File: src/rtl/soc_mem_pkg.sv
// soc_mem_pkg: shared widths, read-latency default and DMA state encoding
package soc_mem_pkg;
  localparam int AW_DEF = 19;
  localparam int DW_DEF = 19;
  localparam int RD_LAT_DEF = 1;
  typedef enum logic [2:0] {IDLE, RD, WAIT, WR, DONE} dma_state_e;
endpackage

File: src/rtl/mem_dma_master_if.sv
// mem_dma_master_if: single-port memory strobe bus between the DMA master and data memory
interface mem_dma_master_if #(parameter int AW = 19, parameter int DW = 19);
  logic mem_read;
  logic mem_write;
  logic [AW-1:0] addr;
  logic [DW-1:0] write_data;
  logic [DW-1:0] read_data;
  modport master(output mem_read, mem_write, addr, write_data, input read_data);
  modport slave(input mem_read, mem_write, addr, write_data, output read_data);
endinterface

File: src/rtl/mem_dma_master.sv
// mem_dma_master: block-copy DMA over the memory strobe bus; MEM_DMA_CHECKSUM_EN adds an XOR checksum of copied words
module mem_dma_master
  import soc_mem_pkg::*;
#(
  parameter int AW = AW_DEF,
  parameter int DW = DW_DEF,
  parameter int RD_LAT = RD_LAT_DEF
) (
  input  logic          clk,
  input  logic          rst_n,
  input  logic          start,
  input  logic          abort,
  input  logic [AW-1:0] src,
  input  logic [AW-1:0] dst,
  input  logic [AW-1:0] len,
  output logic          busy,
  output logic          done,
  output logic [AW-1:0] count,
`ifdef MEM_DMA_CHECKSUM_EN
  output logic [DW-1:0] checksum,
`endif
  mem_dma_master_if.master mem
);
  dma_state_e st, st_nx;
  logic [AW-1:0] src_q, dst_q, len_q, cnt_nx, addr_nx;
  logic [DW-1:0] wd_nx;
  logic [1:0] wcnt, wcnt_nx;
  logic acc, cap;
  assign acc = st == IDLE && start;
  always_comb begin
    st_nx = st;
    cnt_nx = count;
    wcnt_nx = wcnt;
    cap = 1'b0;
    case (st)
      IDLE: if (start) begin
        st_nx = len == '0 ? DONE : RD;
        cnt_nx = '0;
      end
      RD: begin
        st_nx = WAIT;
        wcnt_nx = '0;
      end
      WAIT: if (wcnt == 2'(RD_LAT - 1)) begin
        st_nx = WR;
        cap = 1'b1;
      end else wcnt_nx = wcnt + 2'd1;
      WR: begin
        cnt_nx = count + 1'b1;
        st_nx = cnt_nx == len_q ? DONE : RD;
      end
      DONE: st_nx = IDLE;
      default: st_nx = IDLE;
    endcase
    if (abort && (st == RD || st == WAIT || st == WR)) begin
      st_nx = IDLE;
      cnt_nx = count;
      cap = 1'b0;
    end
    // outputs are registered, so they are computed for the state being entered
    addr_nx = st_nx == RD ? (acc ? src : src_q) + cnt_nx :
              st_nx == WR ? dst_q + cnt_nx : mem.addr;
    wd_nx = cap ? mem.read_data : mem.write_data;
  end
  always_ff @(posedge clk) begin
    if (!rst_n) begin
      st <= IDLE;
      count <= '0;
      wcnt <= '0;
      src_q <= '0;
      dst_q <= '0;
      len_q <= '0;
      busy <= 1'b0;
      done <= 1'b0;
      mem.mem_read <= 1'b0;
      mem.mem_write <= 1'b0;
      mem.addr <= '0;
      mem.write_data <= '0;
    end else begin
      st <= st_nx;
      count <= cnt_nx;
      wcnt <= wcnt_nx;
      if (acc) begin
        src_q <= src;
        dst_q <= dst;
        len_q <= len;
      end
      busy <= st_nx != IDLE;
      done <= st_nx == DONE;
      mem.mem_read <= st_nx == RD;
      mem.mem_write <= st_nx == WR;
      mem.addr <= addr_nx;
      mem.write_data <= wd_nx;
    end
  end
`ifdef MEM_DMA_CHECKSUM_EN
  always_ff @(posedge clk) begin
    if (!rst_n || acc) checksum <= '0;
    else if (cap) checksum <= checksum ^ mem.read_data;
  end
`endif
endmodule

File: src/flat_wrapper.sv
// flat-port wrapper written by rule: the top's interface ports become plain ports
module mem_dma_master_flat import soc_mem_pkg::*;
#(
  parameter int AW = AW_DEF,
  parameter int DW = DW_DEF,
  parameter int RD_LAT = RD_LAT_DEF
)
  (clk, rst_n, start, abort, src, dst, len, busy, done, count, mem_mem_read, mem_mem_write, mem_addr, mem_write_data, mem_read_data);
  mem_dma_master_if #(.AW(AW), .DW(DW)) mem_i ();
  input  logic clk;
  input  logic rst_n;
  input  logic start;
  input  logic abort;
  input  logic [AW-1:0] src;
  input  logic [AW-1:0] dst;
  input  logic [AW-1:0] len;
  output logic busy;
  output logic done;
  output logic [AW-1:0] count;
  output wire logic [$bits(mem_i.mem_read)-1:0] mem_mem_read;
  output wire logic [$bits(mem_i.mem_write)-1:0] mem_mem_write;
  output wire logic [$bits(mem_i.addr)-1:0] mem_addr;
  output wire logic [$bits(mem_i.write_data)-1:0] mem_write_data;
  input wire logic [$bits(mem_i.read_data)-1:0] mem_read_data;
  assign mem_mem_read = mem_i.mem_read;
  assign mem_mem_write = mem_i.mem_write;
  assign mem_addr = mem_i.addr;
  assign mem_write_data = mem_i.write_data;
  assign mem_i.read_data = mem_read_data;
  mem_dma_master #(.AW(AW), .DW(DW), .RD_LAT(RD_LAT)) u_core (.clk(clk), .rst_n(rst_n), .start(start), .abort(abort), .src(src), .dst(dst), .len(len), .busy(busy), .done(done), .count(count), .mem(mem_i));
endmodule
File: config.mk
export PLATFORM = sky130hd
export DESIGN_NAME = mem_dma_master_flat
export DESIGN_NICKNAME = d
export VERILOG_FILES = /design/src/rtl/soc_mem_pkg.sv /design/src/rtl/mem_dma_master_if.sv /design/src/rtl/mem_dma_master.sv /design/src/flat_wrapper.sv
export SDC_FILE = /design/constraint.sdc
export NUM_CORES = 1
export LEC_CHECK = 0
export ABC_AREA = 0
export CAP_MARGIN = 25
export CORE_UTILIZATION = 51
export CTS_CLUSTER_SIZE = 8
export DETAILED_ROUTE_END_ITERATION = 12
export HOLD_SLACK_MARGIN = 0.03
export PLACE_DENSITY_LB_ADDON = 0.25
export SLEW_MARGIN = 20
export SYNTH_ARGS = -nofsm -noshare
export SYNTH_HDL_FRONTEND = slang
export SYNTH_SLANG_ARGS = --single-unit
export TNS_END_PERCENT = 1
File: constraint.sdc
create_clock -name clk -period 5.36 [get_ports clk]
set_input_delay 0.536 -clock clk [delete_from_list [all_inputs] [get_ports clk]]
set_output_delay 0.536 -clock clk [all_outputs]
set_load 0.05 [all_outputs]
met2.png
Scale bar: 20 um. Cells faint in the background.
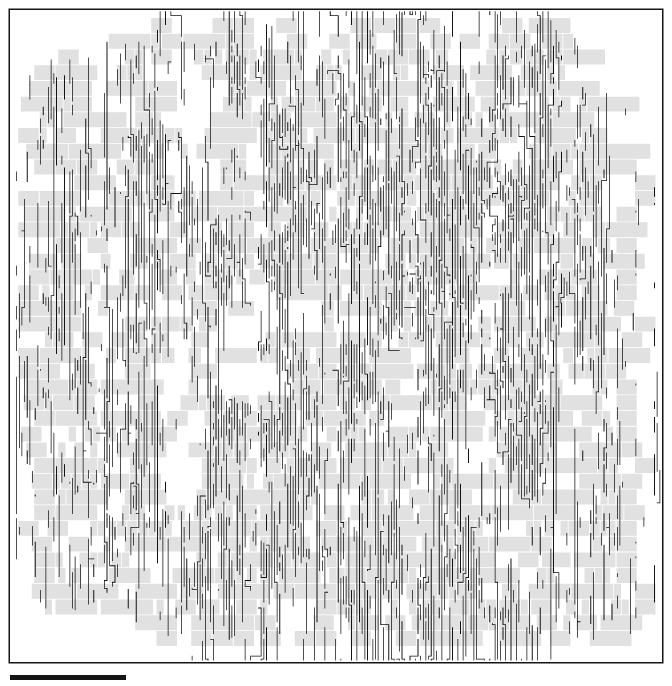
nets with wire on the layer: 888
main direction: vertical
share of all routed wire: 49%
longest straight run: 43.4 um
wire length on this layer: 8960 um

zoom.png
Scale bar: 10 um. Region (36, 14) to (76, 54) um. Cells in gray, sequential cells in the stronger gray; small squares are vias.
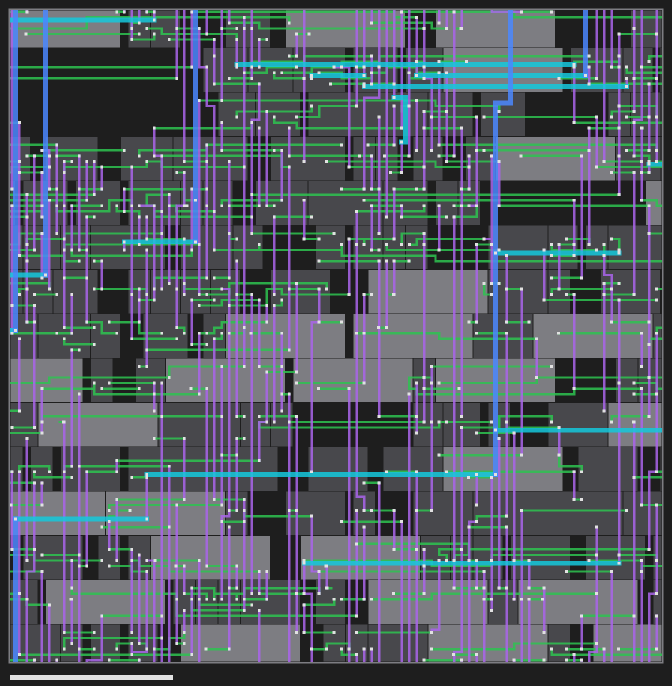
[purple] met2
[blue] met4
[cyan] met3
[green] met1
sequential cells in the window: 25
cells with their middle in the window: 139
most frequent: dfxtp_1 (25), a21oi_1 (19), nor2_1 (18)
netlist names of flops here include: u_core.mem.addr (9), u_core.dst_q (5), u_core.src_q (5)

drive_strength.png
Scale bar: 20 um.
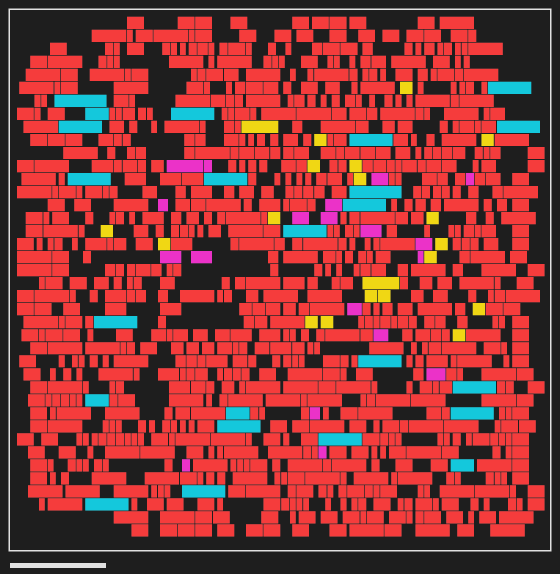
[yellow] drive 3 to 4 | cells: 20
[cyan] drive 6 and up | cells: 23
[magenta] drive 2 | cells: 19
[red] drive 1 or less | cells: 878

==> out/metrics.csv <==
metric,value,unit
gr-total-overflow,0,
status,finished clean,
pg_seq,0.994,mW
cts_hold_buf,0,
top_cell,nand2_1,
slowest_stage,dfxtp_1,
wl_met3,1.01,mm
dr.pass1.iters,5,
grt_pass1_vias,5917,
cts_setup_buffers,0,
synthTopLogicFamily,simple AND/OR/NAND/NOR gates,
dp.final_hpwl,13.1,mm
dpl.cell_count,1054,
ys_sh_adder,0.0431,
die_h,113,um
r2r_cells,20,
path_delay_family,AND-OR/OR-AND gates,
die-area,0.0127,mm^2
seq_area,0.00246,mm^2
p_clk,1.14,mW
finalSetupTns,0,ns
maxSlewViolCount,0,
async_flop_share,0,
hold_path.class,reg2reg,
yosysChipArea,0.00627,mm^2
combinationalPower,0.450,mW
finClkSkew,0.00627,ns
port_buffers,140,
arrival,5.35,ns
clk_share,0.0693,
insertedDiodeCount,0,
final_cell_mix,"nand2_1 (146), clkdlybuf4s50_1 (140), dfxtp_1 (122)",
syn_inst,796,
p_leak,3.28,nW
place_ws,0.176,ns
num-nonclk-inverters,11,
antenna_left,0,
max_freq,0.199,GHz
top_usage_layer,met2,
fp_util,0.522,
cp.required,5.69,ns
flops,123,
p_per_area,307,mW/mm^2
power_frac_comb,0.175,
layout.cells.non_filler,1087,
cts_resized,0,
tool_warnings,26,
path_buffers,1,
end_kind,flip-flop,
met1_length,7.68,mm
grt_pass1_wl,28.9,mm
cts_tree,yes,
core-area,0.0120,mm^2
seq_share,0.293,
mostFrequentLayoutCell,nand2_1,
fin_area,0.00841,mm^2
yosys_register_bits,123,
synthAoiAreaFrac,0.179,
avgSynthCellArea,7.87,um^2
hold_ws,0.450,ns
p_sw_frac,0.271,
critPathLaunch,u_core.count[0]$_SDFF_PN0_,
edf_count,0,
layout.area.comb,0.00361,mm^2
die_w,113,um
antenna_found_initial,1,
clockRootBuffer,clkbuf_16,
rsz0062_at_grt,false,
n_tap_cell,147,
placed_area,0.00780,mm^2
cap_violations,0,
flop_cell,dfxtp_1,
mux_share,0.0497,
grt_usage,0.292,
dominant_cells,combinational gates,
area_share_nonclk_buffers,0.182,
worst_setup_path_start_kind,flip-flop,
fillCellCount,977,
r2r_slack,0.34,ns
num_rows,40,
top_cell_area_share,0.393,
hold_viol_final,0,
cp_num_cells,20,
comb_share,0.429,
path_clk_slew,0.05,ns
final_congestion.png
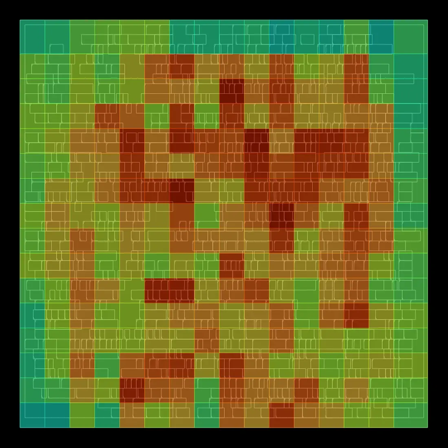
grt met2 use: 0.505
met3 Resource Use GR: 0.0702
Final Core Density: 0.701

met1.png
Scale bar: 20 um. Supply wires on this layer in gray. Cells faint in the background.
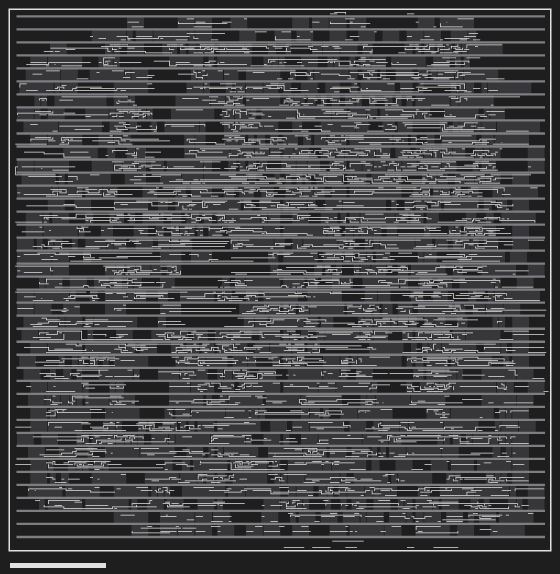
main direction: horizontal
nets with wire on the layer: 935
M1 GR Usage: 0.345
total number of vias: 6207
final wirelength: 18.2 mm

